Fig. 1: run 1, metal 3
Scale: 4 px per um.
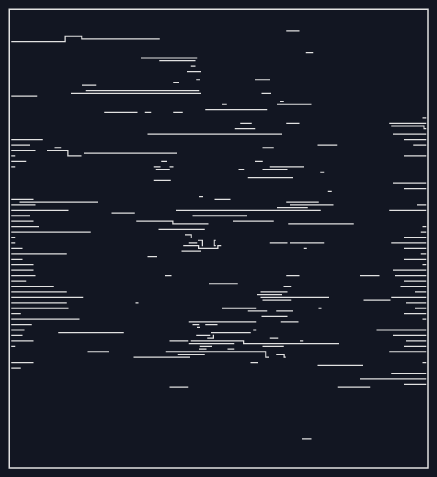
Fig. 2: run 1, signal wires by layer
Scale: 2 px per um.
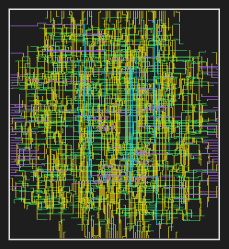
Fig. 3: run 1, gate-type map
Scale: 2 px per um.
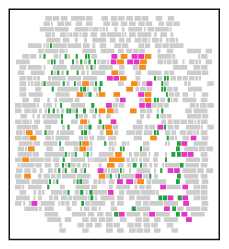
$ cat src/rtl/pl_lsu_if.sv
// Bundle of the pipeline request/response channel and the data-memory port.
// slave is the LSU's view; master is the pipeline-plus-memory side.
interface pl_lsu_if #(
  parameter int MEM_AW = 5
);
  logic              req_valid;
  logic              req_ready;
  logic              req_we;
  logic [1:0]        req_size;
  logic              req_signed;
  logic [31:0]       req_addr;
  logic [31:0]       req_wdata;
  logic [MEM_AW-1:0] mem_addr;
  logic [31:0]       mem_wdata;
  logic              mem_we;
  logic [31:0]       mem_rdata;
  logic              resp_valid;
  logic [31:0]       resp_rdata;
  logic              resp_err;

  modport slave (
    input  req_valid, req_we, req_size, req_signed, req_addr, req_wdata, mem_rdata,
    output req_ready, mem_addr, mem_wdata, mem_we, resp_valid, resp_rdata, resp_err
  );

  modport master (
    output req_valid, req_we, req_size, req_signed, req_addr, req_wdata, mem_rdata,
    input  req_ready, mem_addr, mem_wdata, mem_we, resp_valid, resp_rdata, resp_err
  );
endinterface

$ cat src/rtl/pl_lsu.sv
// MEM-stage load/store initiator: one request at a time against a word-addressed
// synchronous-read memory, with sub-word extension and read-modify-write stores.
module pl_lsu #(
  parameter int MEM_AW = 5
) (
  input  logic    clock,
  input  logic    reset,
  pl_lsu_if.slave bus
);
  localparam logic [2:0] IDLE  = 3'd0;
  localparam logic [2:0] RD    = 3'd1;
  localparam logic [2:0] RWAIT = 3'd2;
  localparam logic [2:0] WR    = 3'd3;
  localparam logic [2:0] RESP  = 3'd4;

  logic [2:0]        state;
  logic              we_q;
  logic [1:0]        size_q;
  logic              signed_q;
  logic [1:0]        lane_q;
  logic [15:0]       wdata_q;
  logic [MEM_AW-1:0] mem_addr_q;
  logic [31:0]       mem_wdata_q;
  logic              mem_we_q;
  logic              resp_valid_q;
  logic              resp_err_q;
  logic [31:0]       resp_rdata_q;

  logic              req_err;
  logic [7:0]        byte_lane;
  logic [15:0]       half_lane;
  logic [31:0]       load_val;
  logic [31:0]       merged;
  logic              unused_addr_bits;

  assign unused_addr_bits = ^bus.req_addr[31:MEM_AW+2];

  assign req_err = (bus.req_size == 2'b11) ||
                   (bus.req_size == 2'b01 && bus.req_addr[0]) ||
                   (bus.req_size == 2'b10 && bus.req_addr[1:0] != 2'b00);

  // Lane extraction for loads and lane merge for sub-word stores, both little-endian.
  always_comb begin
    byte_lane = bus.mem_rdata[{lane_q, 3'b000} +: 8];
    half_lane = bus.mem_rdata[{lane_q[1], 4'b0000} +: 16];
    case (size_q)
      2'b00:   load_val = {{24{signed_q & byte_lane[7]}}, byte_lane};
      2'b01:   load_val = {{16{signed_q & half_lane[15]}}, half_lane};
      default: load_val = bus.mem_rdata;
    endcase
    merged = bus.mem_rdata;
    if (size_q == 2'b00)
      merged[{lane_q, 3'b000} +: 8] = wdata_q[7:0];
    else
      merged[{lane_q[1], 4'b0000} +: 16] = wdata_q;
  end

  always_ff @(posedge clock) begin
    if (reset) begin
      state        <= IDLE;
      we_q         <= 1'b0;
      size_q       <= 2'b00;
      signed_q     <= 1'b0;
      lane_q       <= 2'b00;
      wdata_q      <= 16'd0;
      mem_addr_q   <= '0;
      mem_wdata_q  <= 32'd0;
      mem_we_q     <= 1'b0;
      resp_valid_q <= 1'b0;
      resp_err_q   <= 1'b0;
      resp_rdata_q <= 32'd0;
    end else begin
      mem_we_q     <= 1'b0;
      resp_valid_q <= 1'b0;
      resp_err_q   <= 1'b0;
      case (state)
        IDLE: begin
          if (bus.req_valid) begin
            we_q     <= bus.req_we;
            size_q   <= bus.req_size;
            signed_q <= bus.req_signed;
            lane_q   <= bus.req_addr[1:0];
            wdata_q  <= bus.req_wdata[15:0];
            if (req_err) begin
              state        <= RESP;
              resp_valid_q <= 1'b1;
              resp_err_q   <= 1'b1;
              resp_rdata_q <= 32'd0;
            end else begin
              mem_addr_q <= bus.req_addr[MEM_AW+1:2];
              if (bus.req_we && bus.req_size == 2'b10) begin
                state       <= WR;
                mem_we_q    <= 1'b1;
                mem_wdata_q <= bus.req_wdata;
              end else begin
                state <= RD;
              end
            end
          end
        end
        RD: state <= RWAIT;
        // Read data is valid here: finish a load or build the merged store word.
        RWAIT: begin
          if (we_q) begin
            state       <= WR;
            mem_we_q    <= 1'b1;
            mem_wdata_q <= merged;
          end else begin
            state        <= RESP;
            resp_valid_q <= 1'b1;
            resp_rdata_q <= load_val;
          end
        end
        WR: begin
          state        <= RESP;
          resp_valid_q <= 1'b1;
          resp_rdata_q <= 32'd0;
        end
        RESP:    state <= IDLE;
        default: state <= IDLE;
      endcase
    end
  end

  assign bus.req_ready  = (state == IDLE);
  assign bus.mem_addr   = mem_addr_q;
  assign bus.mem_wdata  = mem_wdata_q;
  assign bus.mem_we     = mem_we_q;
  assign bus.resp_valid = resp_valid_q;
  assign bus.resp_rdata = resp_rdata_q;
  assign bus.resp_err   = resp_err_q;
endmodule

$ cat src/flat_wrapper.sv
// flat-port wrapper written by rule: the top's interface ports become plain ports
module pl_lsu_flat 
#(
  parameter int MEM_AW = 5
)
  (clock, reset, bus_req_valid, bus_req_we, bus_req_size, bus_req_signed, bus_req_addr, bus_req_wdata, bus_mem_rdata, bus_req_ready, bus_mem_addr, bus_mem_wdata, bus_mem_we, bus_resp_valid, bus_resp_rdata, bus_resp_err);
  pl_lsu_if #(.MEM_AW(MEM_AW)) bus_i ();
  input  logic clock;
  input  logic reset;
  input wire logic [$bits(bus_i.req_valid)-1:0] bus_req_valid;
  input wire logic [$bits(bus_i.req_we)-1:0] bus_req_we;
  input wire logic [$bits(bus_i.req_size)-1:0] bus_req_size;
  input wire logic [$bits(bus_i.req_signed)-1:0] bus_req_signed;
  input wire logic [$bits(bus_i.req_addr)-1:0] bus_req_addr;
  input wire logic [$bits(bus_i.req_wdata)-1:0] bus_req_wdata;
  input wire logic [$bits(bus_i.mem_rdata)-1:0] bus_mem_rdata;
  output wire logic [$bits(bus_i.req_ready)-1:0] bus_req_ready;
  output wire logic [$bits(bus_i.mem_addr)-1:0] bus_mem_addr;
  output wire logic [$bits(bus_i.mem_wdata)-1:0] bus_mem_wdata;
  output wire logic [$bits(bus_i.mem_we)-1:0] bus_mem_we;
  output wire logic [$bits(bus_i.resp_valid)-1:0] bus_resp_valid;
  output wire logic [$bits(bus_i.resp_rdata)-1:0] bus_resp_rdata;
  output wire logic [$bits(bus_i.resp_err)-1:0] bus_resp_err;
  assign bus_i.req_valid = bus_req_valid;
  assign bus_i.req_we = bus_req_we;
  assign bus_i.req_size = bus_req_size;
  assign bus_i.req_signed = bus_req_signed;
  assign bus_i.req_addr = bus_req_addr;
  assign bus_i.req_wdata = bus_req_wdata;
  assign bus_i.mem_rdata = bus_mem_rdata;
  assign bus_req_ready = bus_i.req_ready;
  assign bus_mem_addr = bus_i.mem_addr;
  assign bus_mem_wdata = bus_i.mem_wdata;
  assign bus_mem_we = bus_i.mem_we;
  assign bus_resp_valid = bus_i.resp_valid;
  assign bus_resp_rdata = bus_i.resp_rdata;
  assign bus_resp_err = bus_i.resp_err;
  pl_lsu #(.MEM_AW(MEM_AW)) u_core (.clock(clock), .reset(reset), .bus(bus_i));
endmodule
$ cat config.mk
export PLATFORM = sky130hd
export DESIGN_NAME = pl_lsu_flat
export DESIGN_NICKNAME = d
export VERILOG_FILES = /design/src/rtl/pl_lsu_if.sv /design/src/rtl/pl_lsu.sv /design/src/flat_wrapper.sv
export SDC_FILE = /design/constraint.sdc
export NUM_CORES = 1
export LEC_CHECK = 0
export CORE_ASPECT_RATIO = 1.1
export CORE_MARGIN = 2
export CORE_UTILIZATION = 48
export CTS_BUF_LIST = sky130_fd_sc_hd__clkbuf_4
export CTS_CLUSTER_SIZE = 28
export DETAILED_ROUTE_END_ITERATION = 10
export PLACE_DENSITY_LB_ADDON = 0.3
export SLEW_MARGIN = 5
export SYNTH_ARGS = -nofsm -noshare
export SYNTH_HDL_FRONTEND = slang
export SYNTH_SLANG_ARGS = --single-unit
$ cat constraint.sdc
create_clock -name clock -period 3.4 [get_ports clock]
set_input_delay 1.02 -clock clock [delete_from_list [all_inputs] [get_ports clock]]
set_output_delay 1.02 -clock clock [all_outputs]
set_load 0.01 [all_outputs]
==> flow_summary.ini, run 1 <==
; flow metrics
[floorplanning]
die.size.x_um = 104
floorplan.die_area_um2 = 11900
design.core.area_um2 = 10900

[synth]
edf_count = 0
net_count_after_synthesis = 752
yosys.area.top_type_share_pct = 36.6
synth_area_per_cell_um2 = 8.25
yosysUniqueCellTypes = 49

[final_timing]
tightest_slew_ns = 1.07
setup_repair_after_global_routing_missed_its_margin = false
min_period_ns = 2.94
min_period_over_period_pct = 86.5

[outcome]
status = finished, final reports clean

[drt]
pre_antenna_drt_iters = 6

[clock_network]
tritoncts = yes

[critical_path]
worst-setup-path-type = reg -> out
arrival_time_at_the_worst_endpoint_ns = 1.92

[grt]
grt_start_max_net_pins = 67
grt_antenna_before_repair = 0

[final_layout]
n_antenna_cell = 0

[run]
cap_viol_max_count = 0
-- Fig. 1 (at the start) --
main direction: horizontal
share of all routed wire: 7.4%
nets with wire on the layer: 146

-- Fig. 2 (at the start) --
| colour | layer | wire length |
|---|---|---|
| yellow | met2 | 8,010 um |
| green | met1 | 6,680 um |
| cyan | met4 | 798 um |
| purple | met3 | 1,240 um |

-- Fig. 3 (at the start) --
| colour | family | cells |
|---|---|---|
| magenta | AND-OR and OR-AND gates | 38 |
| green | NAND gates | 110 |
| orange | multiplexers | 34 |

==> run 1: layout make-up <==
cell class,instances,share of cell area (%)
Clock buffer,9,0.968
Clock inverter,7,0.986
Inverter,59,3.17
Multi-Input combinational cell,425,41.4
Sequential cell,97,27.8
Tap cell,147,2.64
Timing Repair Buffer,164,23.0
==> run 1: stage by stage <==
step / instance area (um^2) / util, % / hold slack, ns / cells / setup WS, ns
floorplan: 5310 / - / 0.448 / 644 / 0.639
global placement: 6840 / 63.0 / 0.447 / 892 / 0.250
detailed placement: 6840 / 63.0 / 0.451 / 892 / 0.154
CTS: 6980 / 64.3 / 0.479 / 908 / 0.448
global route: 6980 / 64.3 / 0.492 / 908 / 0.358
finish: 6980 / 64.3 / 0.479 / 908 / 0.457
==> run 1: flip-flops by register name, summed over array words and instances, names as in the netlist, 2 cells and up <==
name,cells
u_core.size_q,2
u_core.bus.resp_rdata,32
u_core.bus.mem_addr,5
u_core.bus.mem_wdata,32
u_core.lane_q,2
u_core.wdata_q,16
u_core.state,3
==> run 1: path summary, 6_finish.rpt <==
| check | startpoint | end | slack (ns) |
|---|---|---|---|
| max | u_core.state[2] | bus_req_ready | 0.46 |
| min | u_core.bus.mem_wdata[19] | u_core.bus.mem_wdata[19] | 0.48 |
| max reg2reg | u_core.lane_q[1] | u_core.bus.resp_rdata[27] | 0.71 |
| min reg2reg | u_core.bus.mem_wdata[19] | u_core.bus.mem_wdata[19] | 0.48 |
==> run 1: metal layers <==
| metal | track usage, % | vias up | share of wire, % |
|---|---|---|---|
| met4 | 16.0 | 0 | 4.8 |
| li1 | - | 2586 | - |
| met3 | 5.46 | 47 | 7.4 |
| met2 | 45.5 | 268 | 48 |
| met5 | 0 | - | 0 |
| met1 | 34.0 | 2546 | 40 |
==> run 1: kinds of logic after synthesis <==
| family | share of synthesized area [%] |
|---|---|
| mux | 6.67 |
| simple gates | 15.4 |
| fa+ha+maj | 1.18 |
| buf+inv | 9.37 |
| compound gates | 30.9 |
| flops | 36.6 |
==> run 1: placed cells by master, fill, tap and decap left out, drive strengths merged, types with 2 or more instances in the layout <==
cell type and instances:
a211o 18, a21oi 61, a221oi 42, a222oi 4, a22o 18, a311oi 8
and2 3, buf 15, clkbuf 9, clkdlybuf4s50 149, clkinv 4, dfxtp 97
ha 5, inv 60, mux2i 32, nand2 82, nand2b 15, nand3 13
nor2 17, nor2b 11, nor3 5, nor3b 2, nor4 3, nor4b 2
nor4bb 2, o211ai 24, o21ai 10, o221ai 5, o22ai 10, o2bb2ai 8
o32ai 8, or3 4
==> run 1: power by group through the flow <==
stage | clock (mW) | combinational [mW] | sequential [mW]
after floorplan | 0 | 0.336 | 1.23
after global placement | 0 | 0.536 | 1.25
after detailed placement | 0 | 0.549 | 1.25
after CTS | 0.633 | 0.552 | 1.22
after global routing | 0.675 | 0.606 | 1.23
final | 0.622 | 0.557 | 1.23
==> run 1: critical path, stage by stage (launching register included) <==
cell and delay [ns]:
dfxtp_1 0.46, nor3_1 0.39, clkdlybuf4s50_1 0.62
--- run 2 (diff from run 1) ---
--- a/config.mk
+++ b/config.mk
@@ -9,6 +9,7 @@
 export CORE_MARGIN = 2
 export CORE_UTILIZATION = 48
 export CTS_BUF_LIST = sky130_fd_sc_hd__clkbuf_4
+export CTS_CLUSTER_DIAMETER = 50
 export CTS_CLUSTER_SIZE = 28
 export DETAILED_ROUTE_END_ITERATION = 10
 export PLACE_DENSITY_LB_ADDON = 0.3
Fig. 4: run 2, metal 3
Scale: 4 px per um.
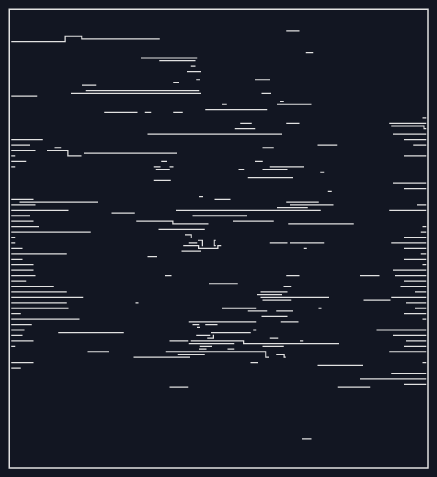
longest straight run: 35.9 um
main direction: horizontal

==> run 2 against run 1 <==
- synthesized cell count is the same
- largest power group unchanged
- cell count did not move
- sequential power about the same
- fmax unchanged
- non-clock buffer count is the same
- routed wire length unchanged
- critical path depth stayed put
==> flow_summary.ini, run 2 <==
; flow metrics
[grt]
grt_start_max_net_pins = 67
grt_antenna_before_repair = 0

[final_layout]
mostFrequentLayoutCells = clkdlybuf4s50_1, dfxtp_1, nand2_1
n_antenna_cell = 0
utilization_pct = 64.3
final_layout_top_logic_cell = clkdlybuf4s50_1

[drt]
pre_antenna_drt_iters = 6
dr.first_iter.drc_count = 475

[run]
cap_viol_max_count = 0
tool_warnings = 55

[final_timing]
min_period_over_period_pct = 86.5
setup_repair_after_global_routing_missed_its_margin = false
min_period_ns = 2.94
tightest_slew_ns = 1.07
finalSetupViolations = 0
report.final.slew_viol_count = 0

[floorplanning]
design.core.area_um2 = 10900
floorplan.die_area_um2 = 11900
die.size.x_um = 104

[synth]
edf_count = 0
synthesis.yosys.warnings = 0
yosys.area.top_type_share_pct = 36.6
yosysUniqueCellTypes = 49
net_count_after_synthesis = 752

[critical_path]
worst-setup-path-type = reg -> out
arrival_time_at_the_worst_endpoint_ns = 1.92

[outcome]
status = finished, final reports clean

[clock_network]
clkTransAtPathRegs_ns = 0.14
cts_inserted_buffers = 9
tritoncts = yes

[placed_design]
dp.final_hpwl_mm = 12.2

[power]
power.switching_uw = 753
-- run 2: cell counts in the layout (fill, tap and decap cells not counted) --
No cell type changed its count.
-- run 2: critical path, cell delays in order, from the launching register on --
cell and delay (ns):
dfxtp_1 0.46, nor3_1 0.39, clkdlybuf4s50_1 0.62
-- run 2: layout make-up --
cell class,count,area (um^2),share of cell area [%]
clock buffer,9,67.6,0.968
tap,147,184,2.64
multi-input combinational,425,2890,41.4
inverter,59,221,3.17
timing repair buffer,164,1600,23.0
clock inverter,7,68.8,0.986
sequential,97,1940,27.8
-- run 2: cells by family after synthesis --
logic type                 share of synthesized area, %
adders and majority gates                          1.18
AOI/OAI and AO/OA                                  30.9
and+or+nand+nor                                    15.4
muxes                                              6.67
DFF                                                36.6
buffers and inverters                              9.37
-- run 2: final timing paths --
kind | depth (start not counted) | from | slack (ns) | end
setup / recovery | 2 | u_core.state[2] | 0.46 | bus_req_ready
hold / removal | 2 | u_core.bus.mem_wdata[19] | 0.48 | u_core.bus.mem_wdata[19]
hold reg to reg | 2 | u_core.bus.mem_wdata[19] | 0.48 | u_core.bus.mem_wdata[19]
setup reg to reg | 5 | u_core.lane_q[1] | 0.71 | u_core.bus.resp_rdata[27]
-- run 2: metrics by stage --
stage | hold slack [ns] | instance area, um^2 | instances | setup WS, ns | total power [mW]
final | 0.479 | 6980 | 908 | 0.457 | 2.40
after global routing | 0.492 | 6980 | 908 | 0.358 | 2.51
after CTS | 0.479 | 6980 | 908 | 0.448 | 2.41
after detailed placement | 0.451 | 6840 | 892 | 0.154 | 1.80
after global placement | 0.447 | 6840 | 892 | 0.250 | 1.78
after floorplan | 0.448 | 5310 | 644 | 0.639 | 1.57
-- run 2: routing by layer --
layer	vias to the layer above	GRT usage, %	share of wire (%)	wire [um]
met2	268	45.5	48	8010
met1	2546	34.0	40	6680
met5	-	0	0	0
met4	0	16.0	4.8	797
li1	2586	-	-	-
met3	47	5.46	7.4	1240
-- run 2: power groups by stage --
stage               sequential [mW]  clock (mW)  combinational (mW)
floorplan                      1.23           0               0.336
detailed placement             1.25           0               0.549
global route                   1.23       0.675               0.606
finish                         1.23       0.622               0.557
CTS                            1.22       0.633               0.552
global placement               1.25           0               0.536
Power is estimated from default activity; no workload was simulated.
